===== src/rtl/lc3_memaccess_seq_pkg.sv =====
// Shared types and encodings for the LC3 memory-access sequencer.
package memaccess_seq_pkg;

  typedef enum logic [2:0] {S_IDLE, S_IND, S_RD, S_WR, S_FIN} state_t;

  localparam logic [1:0] MS_IND  = 2'd0;
  localparam logic [1:0] MS_RD   = 2'd1;
  localparam logic [1:0] MS_WR   = 2'd2;
  localparam logic [1:0] MS_IDLE = 2'd3;

  localparam logic [3:0] OP_LD  = 4'b0010;
  localparam logic [3:0] OP_LDR = 4'b0110;
  localparam logic [3:0] OP_LDI = 4'b1010;
  localparam logic [3:0] OP_ST  = 4'b0011;
  localparam logic [3:0] OP_STR = 4'b0111;
  localparam logic [3:0] OP_STI = 4'b1011;

  function automatic logic [1:0] ms_of(input state_t s);
    case (s)
      S_IND:   return MS_IND;
      S_RD:    return MS_RD;
      S_WR:    return MS_WR;
      default: return MS_IDLE;
    endcase
  endfunction

endpackage


===== src/rtl/lc3_memaccess_seq_if.sv =====
// Request/response bundle between execute, the sequencer and MemAccess.
interface lc3_memaccess_seq_if #(parameter int ADDR_W = 16, parameter int DATA_W = 16);
  logic              start;
  logic [3:0]        opcode;
  logic [ADDR_W-1:0] ea;
  logic [DATA_W-1:0] st_data;
  logic              stall;
  logic [DATA_W-1:0] dmem_dout;
  logic [1:0]        mem_state;
  logic              m_control;
  logic [ADDR_W-1:0] m_addr;
  logic [DATA_W-1:0] m_data;
  logic [ADDR_W-1:0] ind_addr;
  logic [DATA_W-1:0] load_data;
  logic              busy;
  logic              done;

  // ind_addr is what MemAccess selects when m_control is high.
  modport master (
    input  start, opcode, ea, st_data, stall, dmem_dout,
    output mem_state, m_control, m_addr, m_data, ind_addr, load_data, busy, done
  );

  modport slave (
    output start, opcode, ea, st_data, stall, dmem_dout,
    input  mem_state, m_control, m_addr, m_data, ind_addr, load_data, busy, done
  );
endinterface


===== src/rtl/lc3_memaccess_seq_op_decode.sv =====
// Classifies an LC3 opcode into memory / store / indirect access kinds.
module memaccess_op_decode
  import memaccess_seq_pkg::*;
(
  input  logic [3:0] opcode,
  output logic       is_mem,
  output logic       is_store,
  output logic       is_indirect
);

  always_comb begin
    is_mem      = 1'b1;
    is_store    = 1'b0;
    is_indirect = 1'b0;
    case (opcode)
      OP_LD, OP_LDR: ;
      OP_ST, OP_STR: is_store = 1'b1;
      OP_LDI:        is_indirect = 1'b1;
      OP_STI: begin
        is_store    = 1'b1;
        is_indirect = 1'b1;
      end
      default:       is_mem = 1'b0;
    endcase
  end

endmodule


===== src/rtl/lc3_memaccess_seq.sv =====
// LC3 memory-access sequencer: walks IND/RD/WR phases for one memory
// instruction and drives registered controls toward MemAccess.
module lc3_memaccess_seq
  import memaccess_seq_pkg::*;
#(
  parameter int ADDR_W = 16,
  parameter int DATA_W = 16
) (
  input logic               clock,
  input logic               reset,
  lc3_memaccess_seq_if.master bus
);

  state_t state, state_nx;
  logic   is_mem, is_store, is_indirect;
  logic   lat_store, ind_flag;

  logic [1:0] ms_nx;
  logic       mctl_nx, busy_nx, done_nx;

  logic [1:0]        mem_state_r;
  logic              m_control_r, busy_r, done_r;
  logic [ADDR_W-1:0] m_addr_r, ind_addr_r;
  logic [DATA_W-1:0] m_data_r, load_data_r;

  memaccess_op_decode u_dec (
    .opcode      (bus.opcode),
    .is_mem      (is_mem),
    .is_store    (is_store),
    .is_indirect (is_indirect)
  );

  always_ff @(posedge clock or posedge reset) begin
    if (reset)          state <= S_IDLE;
    else if (!bus.stall) state <= state_nx;
  end

  always_comb begin
    state_nx = state;
    case (state)
      S_IDLE: if (bus.start) begin
        if (!is_mem)          state_nx = S_FIN;
        else if (is_indirect) state_nx = S_IND;
        else if (is_store)    state_nx = S_WR;
        else                  state_nx = S_RD;
      end
      S_IND:        state_nx = lat_store ? S_WR : S_RD;
      S_RD, S_WR:   state_nx = S_FIN;
      S_FIN:        state_nx = S_IDLE;
      default:      state_nx = S_IDLE;
    endcase
  end

  // Outputs are computed from the next state so they can be registered
  // without adding a cycle of latency.
  always_comb begin
    ms_nx   = ms_of(state_nx);
    busy_nx = (state_nx != S_IDLE);
    done_nx = (state_nx == S_FIN);
    mctl_nx = (state_nx == S_RD || state_nx == S_WR) && (ind_flag || state == S_IND);
  end

  always_ff @(posedge clock or posedge reset) begin
    if (reset) begin
      mem_state_r <= MS_IDLE;
      m_control_r <= 1'b0;
      busy_r      <= 1'b0;
      done_r      <= 1'b0;
      m_addr_r    <= '0;
      m_data_r    <= '0;
      ind_addr_r  <= '0;
      load_data_r <= '0;
      lat_store   <= 1'b0;
      ind_flag    <= 1'b0;
    end else if (!bus.stall) begin
      mem_state_r <= ms_nx;
      m_control_r <= mctl_nx;
      busy_r      <= busy_nx;
      done_r      <= done_nx;
      if (state == S_IDLE && bus.start) begin
        m_addr_r  <= bus.ea;
        m_data_r  <= bus.st_data;
        lat_store <= is_store;
      end
      if (state == S_IND) begin
        ind_addr_r <= ADDR_W'(bus.dmem_dout);
        ind_flag   <= 1'b1;
      end else if (state == S_FIN) begin
        ind_flag   <= 1'b0;
      end
      if (state == S_RD) load_data_r <= bus.dmem_dout;
    end
  end

  assign bus.mem_state = mem_state_r;
  assign bus.m_control = m_control_r;
  assign bus.m_addr    = m_addr_r;
  assign bus.m_data    = m_data_r;
  assign bus.ind_addr  = ind_addr_r;
  assign bus.load_data = load_data_r;
  assign bus.busy      = busy_r;
  assign bus.done      = done_r;

endmodule


===== src/flat_wrapper.sv =====
// flat-port wrapper written by rule: the top's interface ports become plain ports
module lc3_memaccess_seq_flat import memaccess_seq_pkg::*;
#(
  parameter int ADDR_W = 16,
  parameter int DATA_W = 16
)
  (clock, reset, bus_start, bus_opcode, bus_ea, bus_st_data, bus_stall, bus_dmem_dout, bus_mem_state, bus_m_control, bus_m_addr, bus_m_data, bus_ind_addr, bus_load_data, bus_busy, bus_done);
  lc3_memaccess_seq_if #(.ADDR_W(ADDR_W), .DATA_W(DATA_W)) bus_i ();
  input logic clock;
  input logic reset;
  input wire logic [$bits(bus_i.start)-1:0] bus_start;
  input wire logic [$bits(bus_i.opcode)-1:0] bus_opcode;
  input wire logic [$bits(bus_i.ea)-1:0] bus_ea;
  input wire logic [$bits(bus_i.st_data)-1:0] bus_st_data;
  input wire logic [$bits(bus_i.stall)-1:0] bus_stall;
  input wire logic [$bits(bus_i.dmem_dout)-1:0] bus_dmem_dout;
  output wire logic [$bits(bus_i.mem_state)-1:0] bus_mem_state;
  output wire logic [$bits(bus_i.m_control)-1:0] bus_m_control;
  output wire logic [$bits(bus_i.m_addr)-1:0] bus_m_addr;
  output wire logic [$bits(bus_i.m_data)-1:0] bus_m_data;
  output wire logic [$bits(bus_i.ind_addr)-1:0] bus_ind_addr;
  output wire logic [$bits(bus_i.load_data)-1:0] bus_load_data;
  output wire logic [$bits(bus_i.busy)-1:0] bus_busy;
  output wire logic [$bits(bus_i.done)-1:0] bus_done;
  assign bus_i.start = bus_start;
  assign bus_i.opcode = bus_opcode;
  assign bus_i.ea = bus_ea;
  assign bus_i.st_data = bus_st_data;
  assign bus_i.stall = bus_stall;
  assign bus_i.dmem_dout = bus_dmem_dout;
  assign bus_mem_state = bus_i.mem_state;
  assign bus_m_control = bus_i.m_control;
  assign bus_m_addr = bus_i.m_addr;
  assign bus_m_data = bus_i.m_data;
  assign bus_ind_addr = bus_i.ind_addr;
  assign bus_load_data = bus_i.load_data;
  assign bus_busy = bus_i.busy;
  assign bus_done = bus_i.done;
  lc3_memaccess_seq #(.ADDR_W(ADDR_W), .DATA_W(DATA_W)) u_core (.clock(clock), .reset(reset), .bus(bus_i));
endmodule

===== config.mk =====
export PLATFORM = sky130hd
export DESIGN_NAME = lc3_memaccess_seq_flat
export DESIGN_NICKNAME = d
export VERILOG_FILES = /design/src/rtl/lc3_memaccess_seq_pkg.sv /design/src/rtl/lc3_memaccess_seq_if.sv /design/src/rtl/lc3_memaccess_seq_op_decode.sv /design/src/rtl/lc3_memaccess_seq.sv /design/src/flat_wrapper.sv
export SDC_FILE = /design/constraint.sdc
export NUM_CORES = 1
export LEC_CHECK = 0
export CAP_MARGIN = 20
export CORE_ASPECT_RATIO = 1.5
export CORE_UTILIZATION = 42
export DETAILED_ROUTE_END_ITERATION = 8
export GPL_ROUTABILITY_DRIVEN = 0
export GPL_TIMING_DRIVEN = 0
export PLACE_DENSITY_LB_ADDON = 0.1
export SYNTH_ARGS = -nofsm -noshare
export SYNTH_HDL_FRONTEND = slang
export SYNTH_SLANG_ARGS = --single-unit

===== constraint.sdc =====
create_clock -name clock -period 3.5 [get_ports clock]
set_clock_uncertainty 0.2 [all_clocks]
set_input_delay 1.05 -clock clock [delete_from_list [all_inputs] [get_ports clock]]
set_output_delay 1.05 -clock clock [all_outputs]
set_load 0.1 [all_outputs]

==> images/m2.png <==
Scale: 4 px per um.
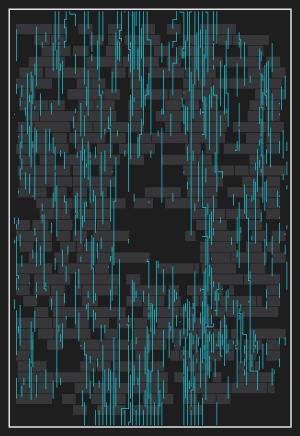
longest straight run = 40.8 um
main direction = vertical
fraction of met2 tracks used by global routing: 0.285
number of vias after detailed routing: 2049
final wirelength: 6170 um

==> images/port_trees.png <==
Scale: 4 px per um.
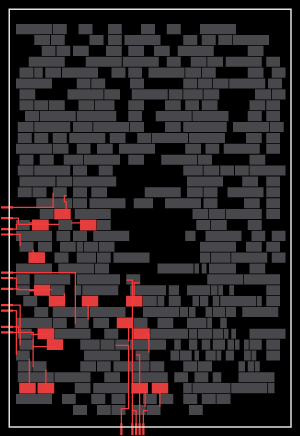
bus_ea -> red  # bits 16, direction input, edge 11 left, 5 bottom, end cells 16, buffers 16, wire 284 um

==> images/class_map.png <==
Scale: 4 px per um. Fill, decap, tap and diode cells in grey.
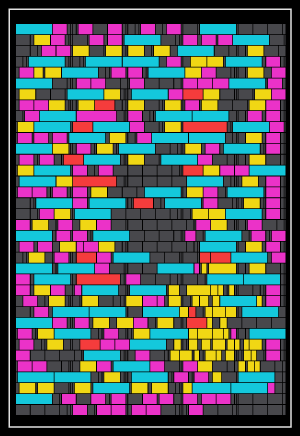
remaining buffers and delay cells -> magenta  # cells 133
clock drivers and dummy loads -> red  # cells 15
remaining logic cells -> yellow  # cells 110
registers -> cyan  # cells 74

==> summary.txt <==
Implementation summary

The flow ran to the end, and the final reports show no timing, DRC or antenna violations. Summing over the stages, the warning tally comes to 26. Setup total negative slack on the finished layout was measured at 0 ns. The number of vias per cell is roughly 5. The flow reports an fmax of 306 MHz. The pin count of the biggest net entering global routing is approximately 57. The number of nets produced by synthesis is 248.

The number of H-tree branching levels is 3. The detailed router put a total of 2420 um of wire on met1. The number of gates on the worst path with buffers counted is 1.

The number of core rows is 36. The count of buffers added on input and output ports is 124. The area share of and/or/nand/nor cells after synthesis is 0.0515.

The kind of path behind the tightest hold check is reg -> reg. The number of global-route vias before repair is 2148. The number of clock-tree buffers in the layout is 10.

The tree built by TritonCTS fans out to 74 sinks. The most common logic cells in the final layout are sky130_fd_sc_hd__clkdlybuf4s50_1 (124), sky130_fd_sc_hd__dfrtp_1 (72), sky130_fd_sc_hd__mux2_2 (65). The report puts the hold buffer count at CTS at 0. In this run, post-CTS repair resized a total of 0 instances. The number of antenna violations at the first check in global routing was 0. The synthesized area is 2920 um2. The commonest register cell is sky130_fd_sc_hd__dfrtp_1. The final layout net count is 384. The first global-routing pass estimated 10100 um of wire. The floorplan step records an initial core utilization of 0.440. The yosys synthesis chip area is 2920 um2.

After layout, the inverter instance count without clock inverters stands at 3. Per the detail_route log, met2 wirelength is just over 3000 um. Per the slew report, the remaining headroom to the max-slew limit stands at 0.332. The number of buffers inserted by post-CTS setup repair is 0.

The critical register-to-register path endpoint is u_core.bus.load_data[2]. Looking at the setup timing report, the critical path kind is reg -> out. The setup violation total in the final timing report is 0. The dominant kind of combinational cell is multiplexers. For this run, the register share of the synthesized area comes to 0.636. The number of antenna diodes in the final layout is 0. The number of synthesized register bits is 74. The multiplexer fraction of the synthesized cell area is 0.251. Clock tree synthesis selected as its root buffer the cell sky130_fd_sc_hd__clkbuf_8. At the placement stage, the worst setup path has a slack of ~0.27 ns. The non-clock buffer total of the final layout is 133.

The total cells reported by yosys after synthesis is 192. The critical path endpoint category is an output port.

The final timing summary puts the cycle share of the worst path at 0.934. The post-layout minimum cycle time is 3.27 ns. The biggest cell category by area in the final layout is sequential cells.

Yosys mapped a number of flops with a built-in enable equal to 0. The count of nets left with antenna violations once routing finished came out at 0. In the synthesized netlist the async set-or-reset flop fraction comes to 1.00. Setup repair after global routing left no endpoint under its margin.

The worst-case hold path end point is u_core.bus.m_control. The final layout report lists a filler cell count of 521. The top logic cell by instance count in the layout is sky130_fd_sc_hd__clkdlybuf4s50_1. The placed wire-length estimate after detailed placement is approximately 4500 um. Per the skew report, the later register of the worst-skew pair sees a clock latency of 0.35 ns. The actual slew at the worst max-slew pin is 0.999 ns. The script logs the mean routed wire length per placed instance as 15.1 um. The worst register-to-register path begins at u_core.state[2]. The mean instance size in the synthesized netlist is between 15 and 20 um2. The routed layout reports a DRC error count of 0. Warnings reported by Yosys during synthesis add up to 0.

The worst register-to-register path has a depth of 4. The cell type that accounts for the most area after synthesis is sky130_fd_sc_hd__dfrtp_1. For this design, the slowest cell found on the critical path is sky130_fd_sc_hd__clkdlybuf4s50_1. The signal arrival time at the worst endpoint is 2.02 ns. between 100 and 150 I/O pins were placed. The clock-cell share of area is 0.0531.

The data required time at the worst endpoint is 2.25 ns. Of the cells placed in the final design, the portion with a size suffix greater than 1 is 0.289. Across all setup checks in the final design, the least slack found is 0.233 ns.

The all-layer global routing usage is 0.179. After synthesis, the netlist uses 31 different library cells. The area occupied by registers is between 1500 and 2000 um2. The die width is 70.0 um. The flop-to-flop setup slack is 1.46 ns. The end of the critical path is bus_mem_state[0]. The area share of xor/xnor cells in the synthesized design is 0. Per STA, the worst path accumulates the most delay in the family buffers and inverters. The number of buffers added by the clock tree synthesis step is 9. In this run the most used layer during global routing was met2. In the final report, the number of pins over their slew limit comes to 0. Per STA, the worst path is made up of clkdlybuf4s50_1.

The largest fanout on the critical path is 2. The number of buffers on the longest clock path is 2. The area of the core is around 6600 um2. The AND-OR/OR-AND share of the synthesized area is 0.0420. The fraction of cell area in sequential cells is reported as 0.410.

The data-path buffer share of cell area in the final layout is 0.291. The area of the die is 7290 um2. The flow inserted 76 tap cells.

The instance count of the mapped netlist is between 150 and 200. In this run the most critical hold path is launched from u_core.bus.m_control. Clock-pin slew was measured on the worst setup and hold paths at 0.08 ns. The met3 track utilization from global routing is 0.0669.

The run reported a max-capacitance violation count of 0. For this run, combinational gates with multiple inputs come to between 100 and 150. The number of hold violations in the final report is 0. The area fraction of the dominant cell type after synthesis is 0.618. The uppermost signal routing layer after detailed routing is met4.

On met1, the global router reports a usage of 0.207. Summed over all layers, the global routing overflow is 0. The layout report gives the multi-input gate share of total cell area as 0.222. The layout-stage area growth over the synthesis result is 55.1%. The first TritonRoute pass finished after 4 iterations.

In the detailed route, the total length drawn on met3 is 532 um. The sequential cell count of the final layout is 74. The detailed router finished its first iteration with 61 violations. The script reports the combined buffer and inverter count of the critical path as 1. In the hold timing report, the worst path depth is 2.

Measured along the y axis, the die boundary spans around 100 um. The cell-mix breakdown from Yosys lists the adder-cell area share as 0. The worst setup path startpoint is u_core.bus.mem_state[0]. The clock tree from TritonCTS is yes.

The peak per-stage delay on the critical path is 1.13 ns. By area the synthesized netlist is led by sky130_fd_sc_hd__dfrtp_1 (62%), sky130_fd_sc_hd__mux2_2 (25%), sky130_fd_sc_hd__dfstp_2 (1.8%). The sort of element at the start of the critical path is a flop. The area used by multi-input combinational logic is 1000 um2.
-- kinds of logic after synthesis --
kind of cell,Yosys count
AND/OR/NAND/NOR,24
flip-flops,74
AND-OR/OR-AND,18
multiplexers,65
buffers and inverters,11
-- state kept, by name (all words and copies together) (netlist names) --
register	cells
u_core.bus.busy	1
u_core.bus.done	1
u_core.ind_flag	1
u_core.bus.m_data	16
u_core.lat_store	1
u_core.bus.ind_addr	16
u_core.bus.mem_state	2
u_core.state	3
u_core.bus.m_addr	16
u_core.bus.m_control	1
u_core.bus.load_data	16
-- stage by stage --
step	area [um2]	utilization	cells	hold WS, ns
detailed placement	4280	0.647	393	0.271
finish	4520	0.683	408	0.292
global placement	4250	0.642	392	0.261
global route	4520	0.683	408	0.326
floorplan	2920	-	192	0.293
CTS	4520	0.683	408	0.289
-- Yosys cell counts, types with 2 or more instances --
master	number
sky130_fd_sc_hd__nor2_1	4
sky130_fd_sc_hd__dfrtp_1	72
sky130_fd_sc_hd__o21ai_0	5
sky130_fd_sc_hd__buf_2	4
sky130_fd_sc_hd__nand2_1	6
sky130_fd_sc_hd__dfstp_2	2
sky130_fd_sc_hd__a21oi_1	2
sky130_fd_sc_hd__a22oi_1	2
sky130_fd_sc_hd__mux2_2	65
sky130_fd_sc_hd__clkbuf_1	2
sky130_fd_sc_hd__inv_1	3
sky130_fd_sc_hd__nor3_1	2
sky130_fd_sc_hd__or2_2	2
sky130_fd_sc_hd__a22o_1	2
sky130_fd_sc_hd__a31oi_1	3
